[src/rtl/fetch_redirect_ctrl_if.sv]
// rtl/fetch_redirect_ctrl_if.sv - instruction-memory request/grant bundle between the fetch controller and imem
interface fetch_redirect_ctrl_if;
  logic        imem_req;
  logic [31:0] imem_addr;
  logic        imem_gnt;

  modport master (
    output imem_req,
    output imem_addr,
    input  imem_gnt
  );

  modport slave (
    input  imem_req,
    input  imem_addr,
    output imem_gnt
  );
endinterface

[src/rtl/fetch_redirect_ctrl.sv]
// rtl/fetch_redirect_ctrl.sv - PC sequencer and imem fetch requester with EX redirect handling
// Optional misaligned-target trap is enabled by defining MISALIGN_TRAP_EN.
module fetch_redirect_ctrl #(
  parameter logic [31:0] RESET_PC = 32'h0000_0000,
  parameter logic [31:0] TRAP_VEC = 32'h0000_0100
) (
  input  logic                         clk,
  input  logic                         rst_n,
  input  logic                         ex_flush,
  input  logic [31:0]                  ex_jump_addr,
  input  logic                         hazard_stall,
  fetch_redirect_ctrl_if.master        imem,
  output logic [31:0]                  pc,
  output logic                         fetch_valid,
  output logic                         if_id_flush,
  output logic                         id_ex_flush,
  output logic                         trap,
  output logic [31:0]                  trap_addr
);

  typedef enum logic [1:0] {
    IDLE     = 2'd0,
    FETCH    = 2'd1,
    REDIRECT = 2'd2
  } state_t;

  state_t      state_q, state_d;
  logic [31:0] pc_q, pc_d;
  logic [31:0] redirect_pc;
  logic        take_redirect;

`ifdef MISALIGN_TRAP_EN
  logic [31:0] trap_addr_q, trap_addr_d;
  logic        misaligned;

  assign misaligned  = (ex_jump_addr[1:0] != 2'b00);
  assign redirect_pc = misaligned ? TRAP_VEC : {ex_jump_addr[31:2], 2'b00};
  assign trap_addr   = trap_addr_q;
`else
  logic unused_cfg;

  // Low target bits are simply dropped; the trap vector has no consumer in this build.
  assign unused_cfg  = ^{ex_jump_addr[1:0], TRAP_VEC};
  assign redirect_pc = {ex_jump_addr[31:2], 2'b00};
  assign trap_addr   = 32'h0000_0000;
`endif

  always_comb begin
    state_d       = state_q;
    pc_d          = pc_q;
    imem.imem_req = 1'b0;
    fetch_valid   = 1'b0;
    if_id_flush   = 1'b0;
    id_ex_flush   = 1'b0;
    take_redirect = 1'b0;
    trap          = 1'b0;
`ifdef MISALIGN_TRAP_EN
    trap_addr_d   = trap_addr_q;
`endif

    unique case (state_q)
      IDLE: begin
        state_d = FETCH;
      end
      FETCH: begin
        if (ex_flush) begin
          if_id_flush   = 1'b1;
          id_ex_flush   = 1'b1;
          take_redirect = 1'b1;
          pc_d          = redirect_pc;
          state_d       = REDIRECT;
        end else if (!hazard_stall) begin
          // Request stays up until granted; only a stall or flush may drop it.
          imem.imem_req = 1'b1;
          if (imem.imem_gnt) begin
            fetch_valid = 1'b1;
            pc_d        = pc_q + 32'd4;
          end
        end
      end
      REDIRECT: begin
        if (ex_flush) begin
          if_id_flush   = 1'b1;
          take_redirect = 1'b1;
          pc_d          = redirect_pc;
        end else begin
          state_d = FETCH;
        end
      end
      default: begin
        state_d = IDLE;
      end
    endcase

`ifdef MISALIGN_TRAP_EN
    if (take_redirect && misaligned) begin
      trap        = 1'b1;
      trap_addr_d = ex_jump_addr;
    end
`endif
  end

  always_ff @(posedge clk or negedge rst_n) begin
    if (!rst_n) begin
      state_q <= IDLE;
      pc_q    <= RESET_PC;
    end else begin
      state_q <= state_d;
      pc_q    <= pc_d;
    end
  end

`ifdef MISALIGN_TRAP_EN
  always_ff @(posedge clk or negedge rst_n) begin
    if (!rst_n) begin
      trap_addr_q <= 32'h0000_0000;
    end else begin
      trap_addr_q <= trap_addr_d;
    end
  end
`endif

  assign imem.imem_addr = pc_q;
  assign pc             = pc_q;

endmodule

[src/flat_wrapper.sv]
// flat-port wrapper written by rule: the top's interface ports become plain ports
module fetch_redirect_ctrl_flat 
#(
  parameter logic [31:0] RESET_PC = 32'h0000_0000,
  parameter logic [31:0] TRAP_VEC = 32'h0000_0100
)
  (clk, rst_n, ex_flush, ex_jump_addr, hazard_stall, pc, fetch_valid, if_id_flush, id_ex_flush, trap, trap_addr, imem_imem_req, imem_imem_addr, imem_imem_gnt);
  fetch_redirect_ctrl_if imem_i ();
  input  logic clk;
  input  logic rst_n;
  input  logic ex_flush;
  input  logic [31:0] ex_jump_addr;
  input  logic hazard_stall;
  output logic [31:0] pc;
  output logic fetch_valid;
  output logic if_id_flush;
  output logic id_ex_flush;
  output logic trap;
  output logic [31:0] trap_addr;
  output wire logic [$bits(imem_i.imem_req)-1:0] imem_imem_req;
  output wire logic [$bits(imem_i.imem_addr)-1:0] imem_imem_addr;
  input wire logic [$bits(imem_i.imem_gnt)-1:0] imem_imem_gnt;
  assign imem_imem_req = imem_i.imem_req;
  assign imem_imem_addr = imem_i.imem_addr;
  assign imem_i.imem_gnt = imem_imem_gnt;
  fetch_redirect_ctrl #(.RESET_PC(RESET_PC), .TRAP_VEC(TRAP_VEC)) u_core (.clk(clk), .rst_n(rst_n), .ex_flush(ex_flush), .ex_jump_addr(ex_jump_addr), .hazard_stall(hazard_stall), .imem(imem_i), .pc(pc), .fetch_valid(fetch_valid), .if_id_flush(if_id_flush), .id_ex_flush(id_ex_flush), .trap(trap), .trap_addr(trap_addr));
endmodule
[config.mk]
export PLATFORM = sky130hd
export DESIGN_NAME = fetch_redirect_ctrl_flat
export DESIGN_NICKNAME = d
export VERILOG_FILES = /design/src/rtl/fetch_redirect_ctrl_if.sv /design/src/rtl/fetch_redirect_ctrl.sv /design/src/flat_wrapper.sv
export SDC_FILE = /design/constraint.sdc
export NUM_CORES = 1
export LEC_CHECK = 0
export CAP_MARGIN = 20
export CORE_MARGIN = 2
export CORE_UTILIZATION = 24
export DETAILED_ROUTE_END_ITERATION = 10
export SETUP_SLACK_MARGIN = 0.4
export SYNTH_ARGS = -nofsm -noshare
export SYNTH_HDL_FRONTEND = slang
export SYNTH_SLANG_ARGS = --single-unit
[constraint.sdc]
create_clock -name clk -period 2.3 [get_ports clk]
set_clock_uncertainty 0.2 [all_clocks]
set_input_delay 0.23 -clock clk [delete_from_list [all_inputs] [get_ports clk]]
set_output_delay 0.23 -clock clk [all_outputs]
set_load 0.005 [all_outputs]
==> results_dict.tcl <==
# metrics dict for downstream scripts
set metrics [dict create \
    initial_utilization_pct 24.5 \
    routed-wl-met2_mm 4.92 \
    cp.arrival_ns 2.01 \
    floorplan.die.width_um 109 \
    synth_adder_area_share_pct 1.89 \
    worst_hold_path_type "in2async" \
    yosys.cell_types.count 49 \
    totalPowerFinal_mw 5.74 \
    tritoncts_clock_tree "done" \
    crit_fanout 7 \
    postSynthSeqShare_pct 30.2 \
    pg_comb_mw 3.86 \
    first_pass_grt_wire_length_mm 13.5 \
    timing.setup.critical_path_class "reg2reg" \
    use_met2_pct 24.8 \
    power.clock.total_mw 0.553 \
    status "complete, no violations" \
    crit_buf_inv 3 \
    warnings 33 \
    post-place-cells 526 \
    worst_path_most_repeated_cell "sky130_fd_sc_hd__buf_4" \
    ys_seq_elements 32 \
    fin_nets 480 \
    fin_crit_ns 2.04 \
    post_cts_hold_buffer_count 0 \
    synthesis.instances 327 \
    drt_iter0_drc 192 \
    seq_power_mw 1.33 \
    floorplan.die_area_sq_um 11900 \
    syn-cell-area_sq_um 2650 \
    synth.cellmix.xorXnorShare_pct 0 \
    crit_path_start_kind "flop" \
    netlist.area_leader.share_pct 30.2 \
    seqCellArea_sq_um 817 \
    max_stage_delay_ns 0.41 \
    drt-total-wl_mm 9.78 \
    max-cap-violations 0 \
    tap_cells 140 \
    first_global_vias 2580 \
    buffers_excl_clock 153 \
    layout_top_cells_excl_fill_tap "sky130_fd_sc_hd__clkdlybuf4s50_1 (94), sky130_fd_sc_hd__conb_1 (37), sky130_fd_sc_hd__buf_4 (32)" \
    sequential_share_of_cell_area_pct 17.9 \
    cp_cell_sequence "buf_4 -> ha_4 -> buf_4 -> o22a_4 -> buf_12 -> nand3_1 -> nand2_1 -> a311o_1" \
    rsz0062_at_grt "yes" \
    power.share.switching_pct 39.9 \
    ant_diodes 0 \
    final_hold_viol_count 0 \
    num_vias 2862 \
    share_of_power_burned_in_combinational_logic_pct 67.3 \
    topCellsByArea "sky130_fd_sc_hd__dfrtp_1 (30%), sky130_fd_sc_hd__buf_4 (19%), sky130_fd_sc_hd__a21oi_1 (5.3%), sky130_fd_sc_hd__nand2_1 (4.4%), sky130_fd_sc_hd__o22ai_1 (3.3%)" \
    cp.required_ns 2.27 \
    initial_antenna_violation_count 0 \
    clkCellAreaFrac_pct 2.36 \
    synth.cellmix.compoundShare_pct 19.8 \
    cts_repair_resize_count 70 \
    height_of_the_chip_um 109 \
    final_common_cell "sky130_fd_sc_hd__clkdlybuf4s50_1" \
    drc_errors 0 \
    drt_pass1_iterations 4 \
    internal_power_mw 3.45 \
    grt_usage_pct 14.9 \
    top_layer_used "met4" \
    fmax_mhz 490 \
    design.core.area_sq_um 10800 \
    post_synth.cell_area_avg_sq_um 8.10 \
    maxSlewViolCount 0 \
    power.largest_group "combinational logic" \
    wl_per_cell_um 16.9 \
    dpl-instance-area_sq_um 3490 \
    layout.cell_area.non_filler_sq_um 4560 \
    power.share.clock_pct 9.6 \
    logic_gates 243 \
    clock.latency.late_pin_ns 0.29 \
    power_density_nw_per_um2 1260 \
    finalNonFillerCells 580 \
    fillCellCount 1047 \
    grt_use_met1_pct 18.3 \
    site_rows 38 \
    flow.area_growth_from_synthesis_pct 72.1 \
    clock_pin_slew_worst_setup_and_hold_paths_ns 0.07 \
    half_perimeter_wire_length_after_placement_mm 5.73 \
    critical-path-top-delay-family "AND-OR/OR-AND gates" \
    grt_max_usage_layer "met2" \
    io_pins 138 \
    synth.yosys.num_cells 327 \
    comb-cell-share_pct 38.9 \
    portBuffers 98 \
]
[Yosys cell counts, drive strengths merged]
| master | count |
|---|---|
| conb | 1 |
| dfrtp | 32 |
| and3 | 7 |
| or3 | 1 |
| mux2i | 4 |
| nand3 | 18 |
| a311o | 1 |
| o22ai | 14 |
| nor2 | 16 |
| or4 | 2 |
| nor2b | 1 |
| a22oi | 2 |
| or2 | 1 |
| o21ai | 18 |
| ha | 4 |
| clkbuf | 10 |
| o22a | 2 |
| nand2b | 3 |
| and4 | 2 |
| nand2 | 32 |
| and4bb | 1 |
| nand4 | 5 |
| o32ai | 1 |
| and4b | 1 |
| a2bb2oi | 5 |
| a311oi | 3 |
| a32oi | 3 |
| o211ai | 1 |
| buf | 74 |
| inv | 4 |
| a31oi | 1 |
| and2 | 3 |
| a21oi | 29 |
| nor3b | 3 |
| a211oi | 5 |
| nor4 | 7 |
| nor3 | 10 |
[through the flow]
step / setup WS (ns) / hold WS, ns / util, %
6_report: 0.260 / 0.162 / 42.2
5_1_grt: 0.196 / 0.203 / 42.2
4_1_cts: 0.316 / 0.183 / 38.7
3_5_place_dp: 0.0825 / 0.381 / 32.4
3_3_place_gp: 0.180 / 0.353 / 32.4
2_1_floorplan: 0.367 / -0.266 / -
[worst paths after layout]
check | depth (start not counted) | to | from | slack [ns]
worst max register to register | 8 | u_core.imem.imem_addr[25] | u_core.state_q[0] | 0.26
min in group clk | 3 | u_core.imem.imem_addr[3] | ex_jump_addr[3] | 0.31
max in group asynchronous | 2 | u_core.imem.imem_addr[7] | rst_n | 1.37
worst min register to register | 1 | u_core.imem.imem_addr[17] | u_core.imem.imem_addr[17] | 0.38
worst max-delay path | 8 | u_core.imem.imem_addr[25] | u_core.state_q[0] | 0.26
worst min-delay path | 2 | u_core.imem.imem_addr[15] | rst_n | 0.16
==> images/pdn.png <==
Scale bar: 20 um. Pins as bars on the die edge.
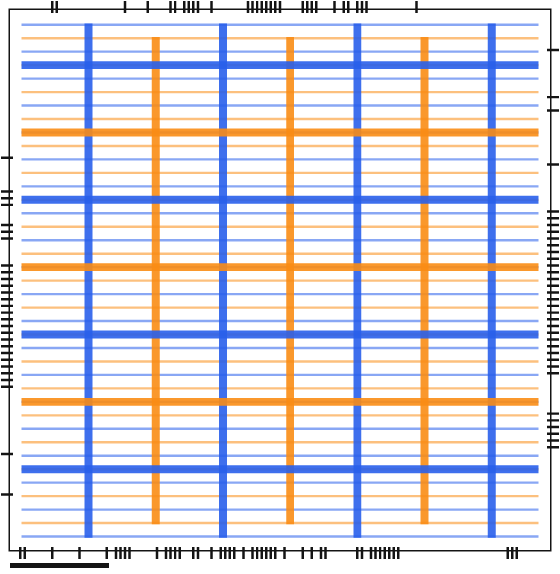
orange -> VDD
blue -> VSS
met4 straps = 7
met5 straps = 7

==> images/cell_classes.png <==
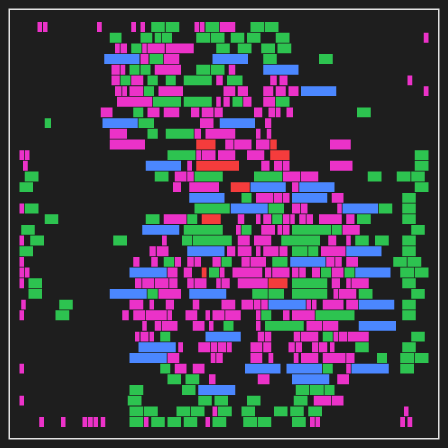
blue -> flip-flops  # cells 32, share of their area 19%
red -> clock drivers and dummy loads  # cells 8, share of their area 2.5%
magenta -> all other logic  # cells 247, share of their area 41%
green -> other buffers and delay cells  # cells 153, share of their area 38%

==> images/clock_map.png <==
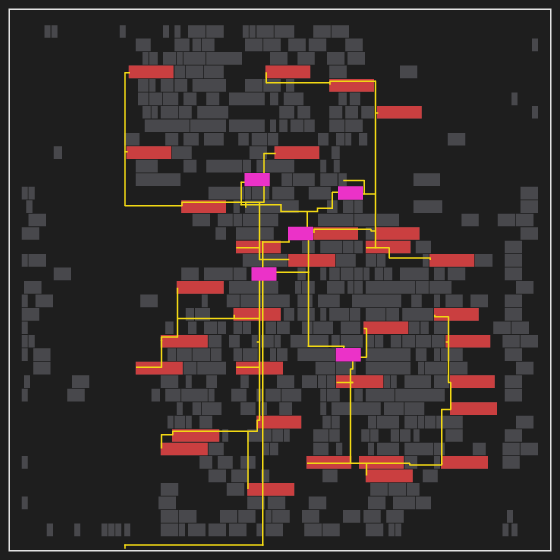
red -> flip-flops  # count 32
magenta -> cells driving clock nets  # count 5
yellow -> clock wires  # length 581 um
routed clock nets = 6

==> images/metal_stack.png <==
Scale bar: 20 um.
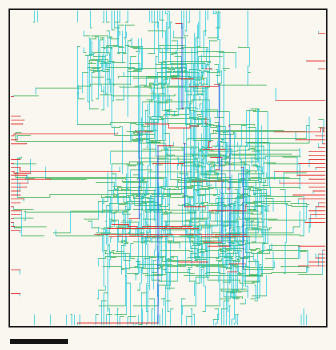
green -> met1  # wire length 3860 um
red -> met3  # wire length 726 um
cyan -> met2  # wire length 4920 um
blue -> met4  # wire length 277 um

